`config.mk`:
```
export PLATFORM = sky130hd
export DESIGN_NAME = muldiv_unit
export DESIGN_NICKNAME = d
export VERILOG_FILES = /design/src/rtl/muldiv_pkg.sv /design/src/rtl/muldiv_divider.sv /design/src/rtl/muldiv_unit.sv
export SDC_FILE = /design/constraint.sdc
export NUM_CORES = 2
export LEC_CHECK = 0
export CAP_MARGIN = 25
export CORE_UTILIZATION = 50
export CTS_CLUSTER_SIZE = 12
export DETAILED_ROUTE_END_ITERATION = 8
export GPL_TIMING_DRIVEN = 0
export PLACE_DENSITY = 0.71
export SYNTH_ARGS = -nofsm -noshare
export SYNTH_HDL_FRONTEND = slang
export SYNTH_HIERARCHICAL = 1
export SYNTH_SLANG_ARGS = --single-unit
export TNS_END_PERCENT = 20
```
`constraint.sdc`:
```
create_clock -name clk -period 7.9 [get_ports clk]
set_input_delay 0.79 -clock clk [delete_from_list [all_inputs] [get_ports clk]]
set_output_delay 0.79 -clock clk [all_outputs]
set_load 0.02 [all_outputs]
```
`src/rtl/muldiv_pkg.sv`:
```
// Shared pipe types for the RV64M multiply/divide unit.
// Ops, FSM states, the execute decode control slice and small decode helpers.
package muldiv_pkg;

  localparam int unsigned MULDIV_XLEN = 64;

  typedef enum logic [3:0] {
    MD_MUL   = 4'd0,
    MD_MULW  = 4'd1,
    MD_DIV   = 4'd2,
    MD_DIVU  = 4'd3,
    MD_REM   = 4'd4,
    MD_REMU  = 4'd5,
    MD_DIVW  = 4'd6,
    MD_DIVUW = 4'd7,
    MD_REMW  = 4'd8,
    MD_REMUW = 4'd9
  } muldiv_op_t;

  typedef enum logic [1:0] {
    IDLE = 2'd0,
    BUSY = 2'd1,
    DONE = 2'd2
  } muldiv_state_t;

  // Fields execute's decode control struct carries for mul/div instructions
  typedef struct packed {
    logic       mul_div;
    muldiv_op_t muldiv_op;
  } muldiv_ctrl_t;

  function automatic logic is_word_op(input muldiv_op_t op);
    return op inside {MD_MULW, MD_DIVW, MD_DIVUW, MD_REMW, MD_REMUW};
  endfunction

  function automatic logic is_signed_div(input muldiv_op_t op);
    return op inside {MD_DIV, MD_REM, MD_DIVW, MD_REMW};
  endfunction

  function automatic logic is_rem_op(input muldiv_op_t op);
    return op inside {MD_REM, MD_REMU, MD_REMW, MD_REMUW};
  endfunction

  function automatic logic is_mul_op(input muldiv_op_t op);
    return op inside {MD_MUL, MD_MULW};
  endfunction

  function automatic logic [MULDIV_XLEN-1:0] sext_word(input logic [MULDIV_XLEN-1:0] v,
                                                       input logic word);
    return word ? {{(MULDIV_XLEN/2){v[MULDIV_XLEN/2-1]}}, v[MULDIV_XLEN/2-1:0]} : v;
  endfunction

endpackage

```
`src/rtl/muldiv_divider.sv`:
```
// Restoring unsigned divider on operand magnitudes, one quotient bit per cycle.
// quotient_c/remainder_c are this cycle's step result; done_c flags the final step.
module muldiv_divider
  import muldiv_pkg::*;
(
  input  logic                   clk,
  input  logic                   resetn,
  input  logic                   start,
  input  logic                   abort,
  input  logic                   word,
  input  logic [MULDIV_XLEN-1:0] dividend,
  input  logic [MULDIV_XLEN-1:0] divisor,
  output logic [MULDIV_XLEN-1:0] quotient_c,
  output logic [MULDIV_XLEN-1:0] remainder_c,
  output logic                   done_c
);

  localparam int unsigned W     = MULDIV_XLEN;
  localparam int unsigned HW    = W / 2;
  localparam int unsigned CNT_W = $clog2(W);

  logic [W-1:0]     rem_q;
  logic [W-1:0]     quo_q;
  logic [W-1:0]     dsr_q;
  logic [CNT_W-1:0] cnt_q;
  logic             active_q;
  logic [W:0]       shifted;
  logic [W:0]       diff;
  logic             fits;

  // One restoring step; bit W of diff is the borrow of the trial subtract
  always_comb begin
    shifted     = {rem_q, quo_q[W-1]};
    diff        = shifted - {1'b0, dsr_q};
    fits        = ~diff[W];
    remainder_c = fits ? diff[W-1:0] : shifted[W-1:0];
    quotient_c  = {quo_q[W-2:0], fits};
    done_c      = active_q & (cnt_q == '0);
  end

  // Word ops park the 32-bit dividend in the top half so 32 steps consume it
  always_ff @(posedge clk or negedge resetn) begin
    if (!resetn) begin
      rem_q    <= '0;
      quo_q    <= '0;
      dsr_q    <= '0;
      cnt_q    <= '0;
      active_q <= 1'b0;
    end else if (abort) begin
      active_q <= 1'b0;
    end else if (start) begin
      rem_q    <= '0;
      quo_q    <= word ? {dividend[HW-1:0], {HW{1'b0}}} : dividend;
      dsr_q    <= divisor;
      cnt_q    <= word ? CNT_W'(HW - 1) : CNT_W'(W - 1);
      active_q <= 1'b1;
    end else if (active_q) begin
      rem_q <= remainder_c;
      quo_q <= quotient_c;
      if (cnt_q == '0) active_q <= 1'b0;
      else             cnt_q    <= cnt_q - CNT_W'(1);
    end
  end

endmodule

```
`src/rtl/muldiv_unit.sv`:
```
// Iterative RV64M multiply/divide unit for the execute stage.
// Define MULDIV_FAST_MUL_EN to replace the shift-add multiplier with a single-cycle one.
module muldiv_unit
  import muldiv_pkg::*;
#(
  parameter int unsigned XLEN       = 64,
  parameter int unsigned MUL_CYCLES = 64
) (
  input  logic            clk,
  input  logic            resetn,
  input  logic            flush,
  input  logic            in_valid,
  output logic            in_ready,
  input  logic [3:0]      in_op,
  input  logic [XLEN-1:0] in_a,
  input  logic [XLEN-1:0] in_b,
  output logic            out_valid,
  input  logic            out_ready,
  output logic [XLEN-1:0] out_result,
  output logic            busy
);

  localparam int unsigned W  = MULDIV_XLEN;
  localparam int unsigned HW = W / 2;
  localparam logic [W-1:0] MIN_D = {1'b1, {(W-1){1'b0}}};
  localparam logic [W-1:0] MIN_W = {{(HW+1){1'b1}}, {(HW-1){1'b0}}};

  muldiv_state_t state;
  logic          word_q, is_rem_q, neg_q_q, neg_r_q;

  muldiv_op_t    op;
  logic          word, sgn, is_mul, is_rem;
  logic [W-1:0]  a_ext, b_ext, a_mag, b_mag;
  logic          a_neg, b_neg, div_zero, ovf, special, accept;
  logic [W-1:0]  special_res;

  logic          div_start, div_done_c;
  logic [W-1:0]  div_quo_c, div_rem_c, div_res;

  // Operand preparation and accept-time special-case detection
  always_comb begin
    op     = muldiv_op_t'(in_op);
    word   = is_word_op(op);
    sgn    = is_signed_div(op);
    is_mul = is_mul_op(op);
    is_rem = is_rem_op(op);
    a_ext  = in_a;
    b_ext  = in_b;
    if (word) begin
      a_ext = {{HW{sgn & in_a[HW-1]}}, in_a[HW-1:0]};
      b_ext = {{HW{sgn & in_b[HW-1]}}, in_b[HW-1:0]};
    end
    a_neg    = sgn & a_ext[W-1];
    b_neg    = sgn & b_ext[W-1];
    a_mag    = a_neg ? -a_ext : a_ext;
    b_mag    = b_neg ? -b_ext : b_ext;
    div_zero = (b_ext == '0);
    ovf      = sgn & (a_ext == (word ? MIN_W : MIN_D)) & (&b_ext);
    special  = ~is_mul & (div_zero | ovf);
    if (div_zero) special_res = sext_word(is_rem ? a_ext : '1, word);
    else          special_res = sext_word(is_rem ? '0 : a_ext, word);
    accept    = (state == IDLE) & in_valid & ~flush;
    div_start = accept & ~is_mul & ~special;
  end

  assign div_res = is_rem_q ? (neg_r_q ? -div_rem_c : div_rem_c)
                            : (neg_q_q ? -div_quo_c : div_quo_c);

  assign busy = (state == BUSY) | ((state == DONE) & ~out_ready);

  muldiv_divider u_divider (
    .clk        (clk),
    .resetn     (resetn),
    .start      (div_start),
    .abort      (flush),
    .word       (word),
    .dividend   (a_mag),
    .divisor    (b_mag),
    .quotient_c (div_quo_c),
    .remainder_c(div_rem_c),
    .done_c     (div_done_c)
  );

`ifdef MULDIV_FAST_MUL_EN
  logic [W-1:0] fast_prod;

  assign fast_prod = a_ext * b_ext;
`else
  localparam int unsigned MUL_CNT_W = $clog2(MUL_CYCLES) + 1;

  logic                 is_mul_q, mul_last;
  logic [W-1:0]         mul_acc, mul_a, mul_b, mul_acc_next;
  logic [MUL_CNT_W-1:0] mul_cnt;

  assign mul_acc_next = mul_acc + (mul_b[0] ? mul_a : '0);
  assign mul_last     = is_mul_q & (mul_cnt == '0);

  // Shift-add multiplier; only the low W product bits are ever needed
  always_ff @(posedge clk or negedge resetn) begin
    if (!resetn) begin
      is_mul_q <= 1'b0;
      mul_acc  <= '0;
      mul_a    <= '0;
      mul_b    <= '0;
      mul_cnt  <= '0;
    end else if (accept) begin
      is_mul_q <= is_mul;
      mul_acc  <= '0;
      mul_a    <= a_ext;
      mul_b    <= b_ext;
      mul_cnt  <= word ? MUL_CNT_W'(HW - 1) : MUL_CNT_W'(MUL_CYCLES - 1);
    end else if ((state == BUSY) && is_mul_q) begin
      mul_acc <= mul_acc_next;
      mul_a   <= {mul_a[W-2:0], 1'b0};
      mul_b   <= {1'b0, mul_b[W-1:1]};
      if (mul_cnt != '0) mul_cnt <= mul_cnt - MUL_CNT_W'(1);
    end
  end
`endif

  // Control FSM; flush beats everything, including a pending hand-off
  always_ff @(posedge clk or negedge resetn) begin
    if (!resetn) begin
      state      <= IDLE;
      in_ready   <= 1'b1;
      out_valid  <= 1'b0;
      out_result <= '0;
      word_q     <= 1'b0;
      is_rem_q   <= 1'b0;
      neg_q_q    <= 1'b0;
      neg_r_q    <= 1'b0;
    end else if (flush) begin
      state     <= IDLE;
      in_ready  <= 1'b1;
      out_valid <= 1'b0;
    end else begin
      case (state)
        IDLE: begin
          if (in_valid) begin
            word_q   <= word;
            is_rem_q <= is_rem;
            neg_q_q  <= a_neg ^ b_neg;
            neg_r_q  <= a_neg;
            in_ready <= 1'b0;
            if (special) begin
              state      <= DONE;
              out_valid  <= 1'b1;
              out_result <= special_res;
`ifdef MULDIV_FAST_MUL_EN
            end else if (is_mul) begin
              state      <= DONE;
              out_valid  <= 1'b1;
              out_result <= sext_word(fast_prod, word);
`endif
            end else begin
              state <= BUSY;
            end
          end
        end
        BUSY: begin
`ifndef MULDIV_FAST_MUL_EN
          if (is_mul_q) begin
            if (mul_last) begin
              state      <= DONE;
              out_valid  <= 1'b1;
              out_result <= sext_word(mul_acc_next, word_q);
            end
          end else
`endif
          if (div_done_c) begin
            state      <= DONE;
            out_valid  <= 1'b1;
            out_result <= sext_word(div_res, word_q);
          end
        end
        DONE: begin
          if (out_ready) begin
            state     <= IDLE;
            out_valid <= 1'b0;
            in_ready  <= 1'b1;
          end
        end
        default: begin
          state     <= IDLE;
          in_ready  <= 1'b1;
          out_valid <= 1'b0;
        end
      endcase
    end
  end

endmodule

```
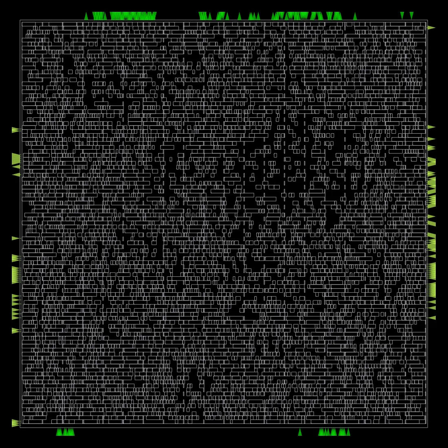
Fig. 1. Placed standard cells.
fillers: 7,195
flip-flops: 471
Non-Filler Instances: 6,212

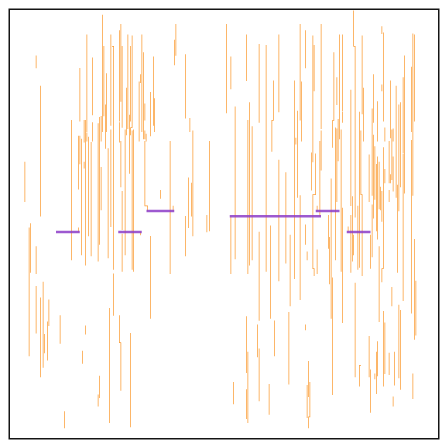
Fig. 2. Signal wires by layer.
Only two layers are drawn.
[M5] purple | wire length: 130 µm
[M4] orange | wire length: 9,440 µm

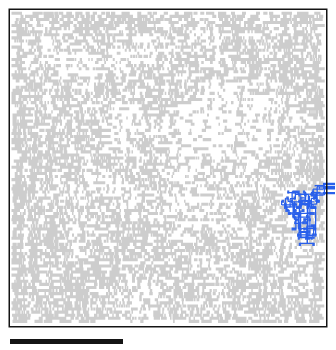
Fig. 3. Wires at chosen ports, followed through buffers.
Scale bar: 100 µm.
[in_op] blue | bits: 4 | direction: input | edge: east | end cells: 64 | buffers: 12 | wire: 791 µm

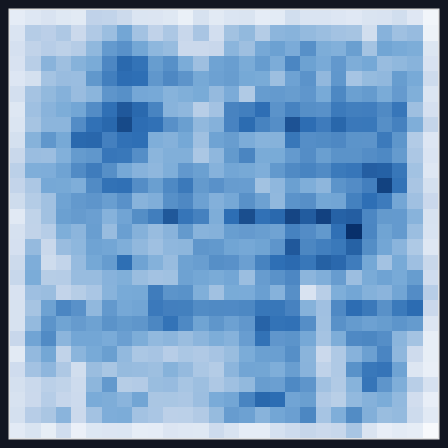
Fig. 4. Wire density map.
28 x 28 tiles, from white (low) to dark blue (high), scaled to the fullest tile. Values are wire area over tile area, all layers added.
emptiest ninth of the die: south-west
mean over tiles: 0.39
fullest tile: 0.84
tiles over half the peak: 45%

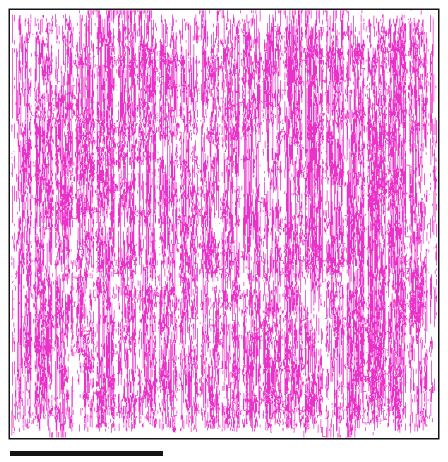
Fig. 5. Metal 2.
Scale bar: 100 µm.
nets with wire on the layer: 4,603
main direction: vertical

==> impl_metrics.json <==
{
  "seq_area_um2": 11800,
  "grt_max_degree": 117,
  "die_area_um2": 77800,
  "first_global_vias": 38100,
  "swShare": 0.472,
  "synthCells": 4847,
  "synth.cell_area_um2": 38400,
  "final_max_slew_viol_count": 0,
  "yosys.area_share.simple": 0.198,
  "place_congestion": 1.07,
  "ys_ff": 471,
  "cp.buffers_inverters": 7,
  "grt-ovfl-total": 0,
  "min_period_ps": 7760,
  "status": "completed",
  "htree_levels": 2,
  "ys_sh_mux": 0.0312,
  "skew_ps": 24.2,
  "power_frac_seq": 0.271,
  "p_leak_nw": 18.4
}
## per-layer routing
layer / vias up / share of wire / track usage
li1: 18100 / - / -
met1: 20000 / 0.41 / 0.594
met2: 2472 / 0.42 / 0.646
met3: 479 / 0.11 / 0.122
met4: 12 / 0.054 / 0.212
met5: - / 0.00073 / 0.00563
## synthesized netlist by cell type, types with 31 or more instances
master	n	area share
xor2_1	145	0.033
a21oi_1	393	0.051
nor2b_1	31	0.0051
mux2i_1	51	0.013
and2_1	81	0.013
a21o_1	62	0.012
a31oi_1	38	0.0062
clkbuf_1	268	0.026
nor3_1	82	0.011
a22o_1	74	0.017
a22oi_1	126	0.025
xnor2_1	214	0.049
buf_4	65	0.013
ha_1	135	0.044
mux2_4	33	0.013
nand2b_1	32	0.0052
dfrtp_1	470	0.31
nor4_1	43	0.0070
o21a_1	36	0.0070
inv_1	164	0.016
a221oi_1	74	0.017
nand2_1	623	0.061
nand3_1	65	0.0085
nand4_1	66	0.011
a211oi_1	51	0.010
or3_1	48	0.0078
or4_1	42	0.0082
o211ai_1	48	0.0094
nor2_1	416	0.041
o21ai_0	390	0.051
o31ai_1	63	0.012
## repair_timing
item	4_1_cts	5_1_grt
cloned	0	0
endpoints found under the setup margin	3	21
resized	3	18
pin swaps	0	1
setup buffers	0	0
## layout make-up
type | count | area share
diodes | 9 | 0.000511
clock buffers | 77 | 0.0368
repair buffers | 221 | 0.0530
multi-input cells | 3816 | 0.548
clock inverters | 28 | 0.00888
well taps | 1030 | 0.0292
inverters | 166 | 0.0144
plain buffers | 394 | 0.0420
flip-flops and latches | 471 | 0.267
## power by group through the flow
stage	combinational [mW]	sequential, mW	clock, mW
5_1_grt	8.02	3.98	2.99
3_5_place_dp	7.25	3.90	0
3_3_place_gp	7.15	3.90	0
2_1_floorplan	4.41	3.92	0
4_1_cts	7.29	3.87	2.91
6_report	7.57	3.90	2.89
## cell usage in the layout (no fill, tap or decap), types with 65 or more instances in the layout
master and count:
xor2_1 145, a22oi_1 126, nand4_1 66, nand3_1 65
xnor2_1 214, nor2_1 413, ha_1 135, and2_1 81
dfrtp_1 470, buf_4 67, nor3_1 81, clkbuf_1 275
inv_1 164, a22o_1 74, o21ai_0 387, nand2_1 623
a21oi_1 393, a221oi_1 73, clkdlybuf4s50_1 196
## state kept, by name, indices dropped and copies added, names as in the netlist, 2 cells and up
name             cells
mul_b               64
mul_acc             64
mul_cnt              7
mul_a               64
u_divider/cnt_q      6
state                2
u_divider/dsr_q     64
u_divider/rem_q     64
u_divider/quo_q     64
out_result          64
## path summary, 6_finish.rpt
kind,startpoint,cells after the start,end,slack (ps)
max in group asynchronous,resetn,5,u_divider/dsr_q[19],5800
min in group clk,mul_b[3],2,mul_b[3],470
setup / recovery,u_divider/quo_q[63],28,out_result[60],140
setup reg to reg,u_divider/quo_q[63],28,out_result[60],140
hold reg to reg,mul_b[3],2,mul_b[3],470
hold / removal,resetn,1,mul_acc[60],70
## through the flow
step	power (mW)	hold slack (ps)
after CTS	14.1	89.4
final	14.4	74.6
after floorplan	8.33	447
after global placement	11.1	460
after global routing	15.0	124
after detailed placement	11.2	463
No activity file was given, so power comes from the tool's default toggle rates.
